`src/rtl/tetris_renderer.sv`:
```
// Tetris read-side renderer: snapshots the game state once per frame and turns
// pixel_index into RGB565 through a fixed two-stage pipeline.
module tetris_renderer #(
    parameter int          WIDTH      = 10,
    parameter int          HEIGHT     = 20,
    parameter int          X0         = 33,
    parameter int          Y0         = 2,
    parameter logic [15:0] COL_STACK  = 16'h07E0,
    parameter logic [15:0] COL_PIECE  = 16'hF800,
    parameter logic [15:0] COL_BORDER = 16'hFFFF
) (
    input  logic                      clk,
    input  logic                      rst,
    input  logic                      frame_begin,
    input  logic [12:0]               pixel_index,
    input  logic [WIDTH*HEIGHT-1:0]   board,
    input  logic [8:0]                cur_blk1,
    input  logic [8:0]                cur_blk2,
    input  logic [8:0]                cur_blk3,
    input  logic                      game_over,
    output logic [15:0]               pixel_data
);

    localparam int unsigned NCELL = WIDTH * HEIGHT;
    localparam int unsigned PW    = $clog2(NCELL);

    localparam logic [6:0] PF_X0   = 7'(X0);
    localparam logic [6:0] PF_X1   = 7'(X0 + 3 * WIDTH - 1);
    localparam logic [6:0] PF_Y0   = 7'(Y0);
    localparam logic [6:0] PF_Y1   = 7'(Y0 + 3 * HEIGHT - 1);
    localparam logic [6:0] BD_X0   = 7'(X0 - 1);
    localparam logic [6:0] BD_X1   = 7'(X0 + 3 * WIDTH);
    localparam logic [6:0] BD_Y0   = 7'(Y0 - 1);
    localparam logic [6:0] BD_Y1   = 7'(Y0 + 3 * HEIGHT);
    localparam logic [6:0] ROW_TOP = 7'(HEIGHT - 1);
    localparam logic [8:0] HIDE    = 9'(NCELL);
    localparam logic [8:0] W9      = 9'(WIDTH);

    logic [NCELL-1:0] r_board;
    logic [8:0]       r_blk1, r_blk2, r_blk3;
    logic             r_go;
    logic [4:0]       r_frame_cnt;
    logic [6:0]       r_px, r_py;
    logic             r_s1_vld;

    logic [6:0]  w_rx, w_ry, w_col, w_cy, w_dx, w_dy, w_row;
    logic [8:0]  w_pos;
    logic        w_border, w_in_pf, w_gap, w_hit, w_stack;
    logic [15:0] w_pix;

    always_comb begin
        w_rx  = r_px - PF_X0;
        w_ry  = r_py - PF_Y0;
        w_col = w_rx / 7'd3;
        w_dx  = w_rx - w_col * 7'd3;
        w_cy  = w_ry / 7'd3;
        w_dy  = w_ry - w_cy * 7'd3;
        // Row 0 is the bottom of the board, so screen rows count downwards from the top.
        w_row = ROW_TOP - w_cy;
        w_pos = 9'(w_col) + 9'(w_row) * W9;

        w_border = ((r_px == BD_X0 || r_px == BD_X1) && r_py >= BD_Y0 && r_py <= BD_Y1) ||
                   ((r_py == BD_Y0 || r_py == BD_Y1) && r_px >= BD_X0 && r_px <= BD_X1);
        w_in_pf  = r_px >= PF_X0 && r_px <= PF_X1 && r_py >= PF_Y0 && r_py <= PF_Y1;
        w_gap    = (w_dx == 7'd2) || (w_dy == 7'd2);
        w_hit    = (r_blk1 < HIDE && r_blk1 == w_pos) ||
                   (r_blk2 < HIDE && r_blk2 == w_pos) ||
                   (r_blk3 < HIDE && r_blk3 == w_pos);
        // The stack blinks with a 32-frame period once the game has ended.
        w_stack  = r_board[w_pos[PW-1:0]] && (!r_go || !r_frame_cnt[4]);

        w_pix = 16'h0000;
        if (!r_s1_vld)     w_pix = 16'h0000;
        else if (w_border) w_pix = COL_BORDER;
        else if (!w_in_pf) w_pix = 16'h0000;
        else if (w_gap)    w_pix = 16'h0000;
        else if (w_hit)    w_pix = COL_PIECE;
        else if (w_stack)  w_pix = COL_STACK;
    end

    always_ff @(posedge clk or posedge rst) begin
        if (rst) begin
            r_board     <= '0;
            r_blk1      <= '1;
            r_blk2      <= '1;
            r_blk3      <= '1;
            r_go        <= 1'b0;
            r_frame_cnt <= '0;
            r_px        <= '0;
            r_py        <= '0;
            r_s1_vld    <= 1'b0;
            pixel_data  <= '0;
        end else begin
            if (frame_begin) begin
                r_board     <= board;
                r_blk1      <= cur_blk1;
                r_blk2      <= cur_blk2;
                r_blk3      <= cur_blk3;
                r_go        <= game_over;
                r_frame_cnt <= r_frame_cnt + 5'd1;
            end
            r_px       <= 7'(pixel_index % 13'd96);
            r_py       <= 7'(pixel_index / 13'd96);
            r_s1_vld   <= pixel_index < 13'd6144;
            pixel_data <= w_pix;
        end
    end

endmodule

```
`config.mk`:
```
export PLATFORM = sky130hd
export DESIGN_NAME = tetris_renderer
export DESIGN_NICKNAME = d
export VERILOG_FILES = /design/src/rtl/tetris_renderer.sv
export SDC_FILE = /design/constraint.sdc
export NUM_CORES = 1
export LEC_CHECK = 0
export ABC_AREA = 1
export CORE_MARGIN = 2
export CORE_UTILIZATION = 30
export CTS_CLUSTER_SIZE = 14
export DETAILED_ROUTE_END_ITERATION = 12
export PLACE_DENSITY = 0.56
export REMOVE_ABC_BUFFERS = 1
export SYNTH_ARGS = -nofsm -noshare
export SYNTH_HDL_FRONTEND = slang
export SYNTH_SLANG_ARGS = --single-unit
export TNS_END_PERCENT = 1
```
`constraint.sdc`:
```
create_clock -name clk -period 8.6 [get_ports clk]
set_clock_uncertainty 0.05 [all_clocks]
set_input_delay 0.86 -clock clk [delete_from_list [all_inputs] [get_ports clk]]
set_output_delay 0.86 -clock clk [all_outputs]
set_load 0.005 [all_outputs]
```
==> results.py, run 1 <==
# Generated from Yosys and OpenROAD reports
metrics = {
    "min_path": {
        "min_delay_path_depth": 2,
        "min_to": "r_board[96]$_DFFE_PP0P_",
    },
    "worst_setup_path": {
        "cp.required_ps": 9050,
        "rr_startpoint": "r_py[1]$_DFF_PP0_",
        "rr_endpoint": "pixel_data[10]$_DFF_PP0_",
        "reg2regPathDepth": 46,
        "cp_max_fo": 11,
        "worstSetupEndpointType": "register",
    },
    "cells_and_area": {
        "regArea_um2": 6315,
        "final_nets": 2436,
        "diodes": 0,
        "syn2layout_area_growth_pct": 26.75,
        "nFillCells": 4982,
    },
    "clock_network": {
        "cts.repair.resized": 0,
        "htreeDepth": 1,
        "cts_setup_buffers": 0,
        "root_buffer": "clkbuf_16",
    },
    "synthesis": {
        "ys_seq_share_pct": 43.07,
        "yosys_cells": 1944,
        "synth_cell_type_count": 52,
        "ff_type": "dfrtp_1",
        "synth_area_per_cell_um2": 7.542,
        "ys_area_um2": 14660,
        "yosysMostFrequentCell": "nand2_1",
        "ys_ff": 251,
    },
    "grt": {
        "grt_pass1_vias": 13055,
        "antenna_found_initial": 1,
        "grt_pass1_wl_mm": 72.25,
    },
    "route": {
        "ant_nets": 0,
        "vias": 13058,
        "route.detailed.drc": 0,
        "viasPerCell": 4.701,
    },
    "place": {
        "routabilityCongestion": 0.8300,
        "dpl_cell_area_um2": 17560,
        "io_buffers": 259,
    },
    "run": {
        "cap_violations": 0,
    },
    "pwr": {
        "p_leak_uw": 0.009033,
        "p_per_area_nw_per_um2": 427.1,
    },
    "die": {
        "die_area_um2": 50660,
        "rows": 81,
    },
    "sta": {
        "tightestPinTransition_ps": 1060,
        "post-route-period-util_pct": 85.62,
        "finalSetupTns_ps": 0,
        "rsz0062_at_grt": "no",
        "max_freq_mhz": 135.8,
    },
    "outcome": {
        "outcome": "complete, no violations",
    },
}
==> run 1: stage by stage <==
| stage | setup slack, ps | cells | total power, uW | util (%) |
|---|---|---|---|---|
| after global routing | 378.3 | 2778 | 8668 | 38.28 |
| after detailed placement | 1163 | 2722 | 6707 | 36.17 |
| after CTS | 1168 | 2778 | 8044 | 38.28 |
| final | 1237 | 2778 | 7937 | 38.28 |
| after floorplan | 834.7 | 1831 | 4798 | - |
| after global placement | 1342 | 2722 | 6627 | 36.17 |
==> run 1: per-layer routing <==
layer  global-route usage [%]  share of wire [%]
met5                        0              0.019
met4                    4.913                2.2
met3                    2.425                4.7
met2                    29.89                 47
met1                    24.89                 47
==> run 1: kinds of logic after synthesis <==
kind of cell	after synthesis	share of synthesized area, %
and+or+nand+nor	919	26.86
buffers and inverters	395	11.29
AOI/OAI and AO/OA	283	10.67
DFF	251	43.07
adders and majority gates	60	5.735
xor gates and xnor gates	36	2.381
==> run 1: report_power, final <==
group,internal [uW],switching (uW)
Sequential,1310,62.8
Combinational,1690,3570
Clock,770,536
Total,3770,4170
==> run 1: worst max-delay path, delay by kind of cell, from the launching register on <==
| family | cells | cell delay [ps] |
|---|---|---|
| adder cells (fa/ha/maj) | 4 | 1040 |
| AND-OR/OR-AND | 7 | 1180 |
| flip-flops | 1 | 500 |
| buffers and inverters | 10 | 1190 |
| AND/OR/NAND/NOR | 25 | 3340 |
==> run 1: layout by cell type (no fill, tap or decap), types with 10 or more instances in the layout <==
| cell | instances |
|---|---|
| fa_1 | 11 |
| dfrtp_1 | 224 |
| nand3_1 | 264 |
| o211ai_1 | 11 |
| nand2_1 | 575 |
| dfstp_2 | 27 |
| xnor2_1 | 10 |
| inv_2 | 15 |
| clkinv_2 | 10 |
| inv_1 | 265 |
| o21ai_0 | 197 |
| clkbuf_16 | 30 |
| ha_1 | 47 |
| xor2_1 | 22 |
| nor2_1 | 32 |
| nand2_2 | 13 |
| clkdlybuf4s50_1 | 258 |
| a21oi_1 | 37 |
==> run 1: final cells by class <==
type	count	area share, %
Multi-Input combinational cell	1298	36.14
Sequential cell	251	33.98
Timing Repair Buffer	269	14.45
Inverter	282	5.736
Clock buffer	42	4.713
Tap cell	622	4.188
Clock inverter	14	0.7945
==> run 1: worst max path at each step <==
stage / startpoint / endpoint / slack (ps)
after CTS: r_py[1]$_DFF_PP0_ / pixel_data[10]$_DFF_PP0_ / 1170
after floorplan: rst / pixel_data[10]$_DFF_PP0_ / 830
after detailed placement: r_py[1]$_DFF_PP0_ / pixel_data[10]$_DFF_PP0_ / 1160
after global routing: r_py[1]$_DFF_PP0_ / pixel_data[10]$_DFF_PP0_ / 380
after global placement: r_py[1]$_DFF_PP0_ / pixel_data[10]$_DFF_PP0_ / 1340
final: r_py[1]$_DFF_PP0_ / pixel_data[10]$_DFF_PP0_ / 1240
==> run 1: flip-flops by register name, indices dropped and copies added, names as in the netlist <==
| name | count |
|---|---|
| r_frame_cnt | 5 |
| pixel_data | 3 |
| r_px | 7 |
| r_py | 7 |
| r_blk3 | 9 |
| r_blk2 | 9 |
| r_go | 1 |
| r_board | 200 |
| r_blk1 | 9 |
| r_s1_vld | 1 |
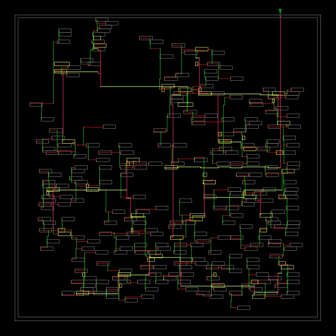
**Above:** run 1 (clock routing).
clock buffers: 42
P_clk: 1310 uW
clock sink count: 251
worst skew pair latency: 620 ps
TritonCTS Buffers: 30

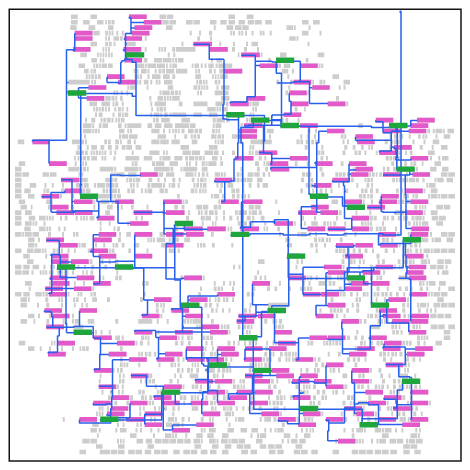
**Above:** run 1 (routed clock nets over the placement).
Drawn at 2 px/um.
[flip-flops] magenta | count: 251
[clock-net drivers] green | count: 30
[clock wires] blue | length: 3,940 um
routed clock nets: 31
flops lie: widely spread
Clock Power Share: 16.5%

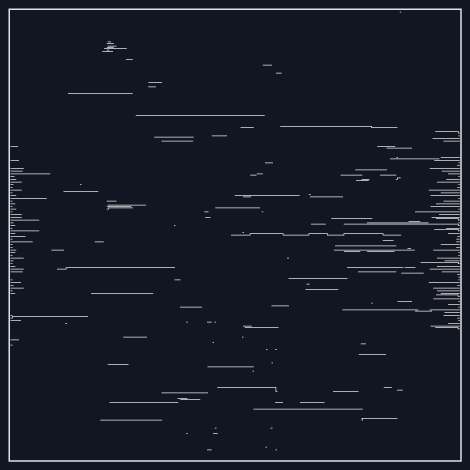
**Above:** run 1 (the metal 3 layer).
Drawn at 2 px/um.
wire length on this layer: 2,170 um
share of all routed wire: 4.7%
nets with wire on the layer: 178

**Run 1: metal layers overlaid**

Drawn at 1 px/um.
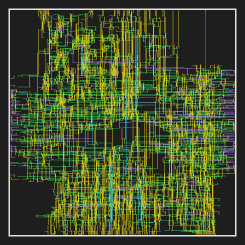

==> run 2, diff against run 1 <==
- GPL_TIMING_DRIVEN: unset -> 0
- PLACE_DENSITY: 0.56 -> unset
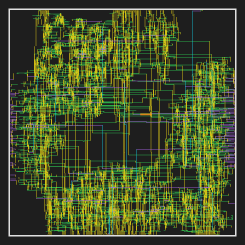
**Above:** run 2 (metal layers overlaid).
Drawn at 1 px/um.
| layer | colour | wire length |
|---|---|---|
| M5 | orange | 10.1 um |
| M1 | green | 21.8 mm |
| M3 | purple | 2,060 um |
| M4 | cyan | 1,020 um |
| M2 | yellow | 20.9 mm |
drt wl/cell: 16.45 um
Tot GR Track Use: 17.95%

==> run 2 against run 1 <==
Fmax fell by 6.7%; clock power fell by 7%; global-route usage fell by 0.15 points; cell count rose by 0.22%; sequential cell count did not move; highest routed layer unchanged.
==> results.py, run 2 <==
# Generated from Yosys and OpenROAD reports
metrics = {
    "outcome": {
        "outcome": "complete, no violations",
    },
    "clock_network": {
        "clock-sinks": 251,
        "clk_latency_ps": 600,
        "numCtsBuffers": 30,
        "htreeDepth": 1,
    },
    "pwr": {
        "clkPwrFrac_pct": 14.4,
        "p_per_area_nw_per_um2": 450.1,
        "p_int_uw": 3916,
        "combPwrFrac_pct": 69.4,
    },
    "worst_setup_path": {
        "cp_max_fo": 11,
        "worstSetupEndpointType": "register",
        "cp.required_ps": 9010,
    },
    "place": {
        "dp.cells": 2724,
        "routabilityCongestion": 0.8092,
        "dp_slack_ps": 453.1,
    },
    "sta": {
        "setup_ws_ps": 707.7,
        "rsz0062_at_grt": "no",
        "max_freq_mhz": 126.7,
    },
    "cells_and_area": {
        "syn2layout_area_growth_pct": 27.88,
        "final_common_cell": "nand2_1",
        "largest_register_ffs": 200,
        "regMostFlops": "r_board",
        "regArea_um2": 6315,
    },
    "synthesis": {
        "yosysMostFrequentCell": "nand2_1",
        "synth_area_per_cell_um2": 7.542,
        "ys_area_um2": 14660,
    },
    "die": {
        "rows": 81,
    },
    "route": {
        "viasPerCell": 4.770,
        "route.detailed.drc": 0,
    },
    "grt": {
        "grt_pass1_wl_mm": 72.31,
    },
}
## run 2: layer usage
metal  wire length [um]  vias up  global-route usage (%)
li1                   -     6555                       -
met5                 10        -                       0
met2              20910      312                   29.56
met1              21790     6350                   24.95
met4               1023        2                   4.892
met3               2062       60                   2.086
## run 2: worst paths after layout
check	start	endpoint	slack, ps	cells past startpoint
worst max-delay path	r_py[1]$_DFF_PP0_	pixel_data[10]$_DFF_PP0_	710	47
worst min-delay path	r_board[197]$_DFFE_PP0P_	r_board[197]$_DFFE_PP0P_	420	2
worst max register to register	r_py[1]$_DFF_PP0_	pixel_data[10]$_DFF_PP0_	710	47
worst min register to register	r_board[197]$_DFFE_PP0P_	r_board[197]$_DFFE_PP0P_	420	2
max in group asynchronous	rst	r_px[2]$_DFF_PP0_	6840	3
min in group asynchronous	rst	r_board[72]$_DFFE_PP0P_	650	2
## run 2: cells by family after synthesis
family | Yosys count | share of synthesized area [%]
flops | 251 | 43.07
fa+ha+maj | 60 | 5.735
xor+xnor | 36 | 2.381
compound gates | 283 | 10.67
simple gates | 919 | 26.86
buf+inv | 395 | 11.29
## run 2: worst max-delay path: cells and delay by family, from the launching register on
kind | cells | cell delay, ps
AND-OR/OR-AND | 6 | 1030
buffers and inverters | 11 | 1390
adder cells (fa/ha/maj) | 4 | 1070
flip-flops | 1 | 510
AND/OR/NAND/NOR | 26 | 3710
## run 2: timing repair
action / CTS / global route
setup endpoints to repair: 0 / 1
gates resized: 0 / 2
setup buffers: 0 / 3
## run 2: layout make-up
type                       instances  area share, %
multi-input combinational       1298          35.94
sequential                       251          33.68
timing repair buffer             274          15.51
inverter                         282          5.712
clock buffer                      45          4.518
tap                              622          4.151
clock inverter                     9         0.4538
antenna                            3        0.04004
## run 2: power by group through the flow
stage	logic, uW	registers (uW)	clock network (uW)
detailed placement	5860	1390	0
global route	6540	1380	1300
CTS	5880	1370	1250
finish	5850	1370	1220
floorplan	3420	1370	0
global placement	5600	1390	0
## run 2: stage by stage
stage	setup TNS [ps]	util [%]	instance area (um^2)
3_5_place_dp	0	36.63	17780
4_1_cts	0	38.55	18710
5_1_grt	0	38.62	18750
2_1_floorplan	0	-	14060
3_3_place_gp	-1541440	35.92	17440
6_report	0	38.62	18750
Power figures rest on the tool's default switching activity, not on a simulated workload.
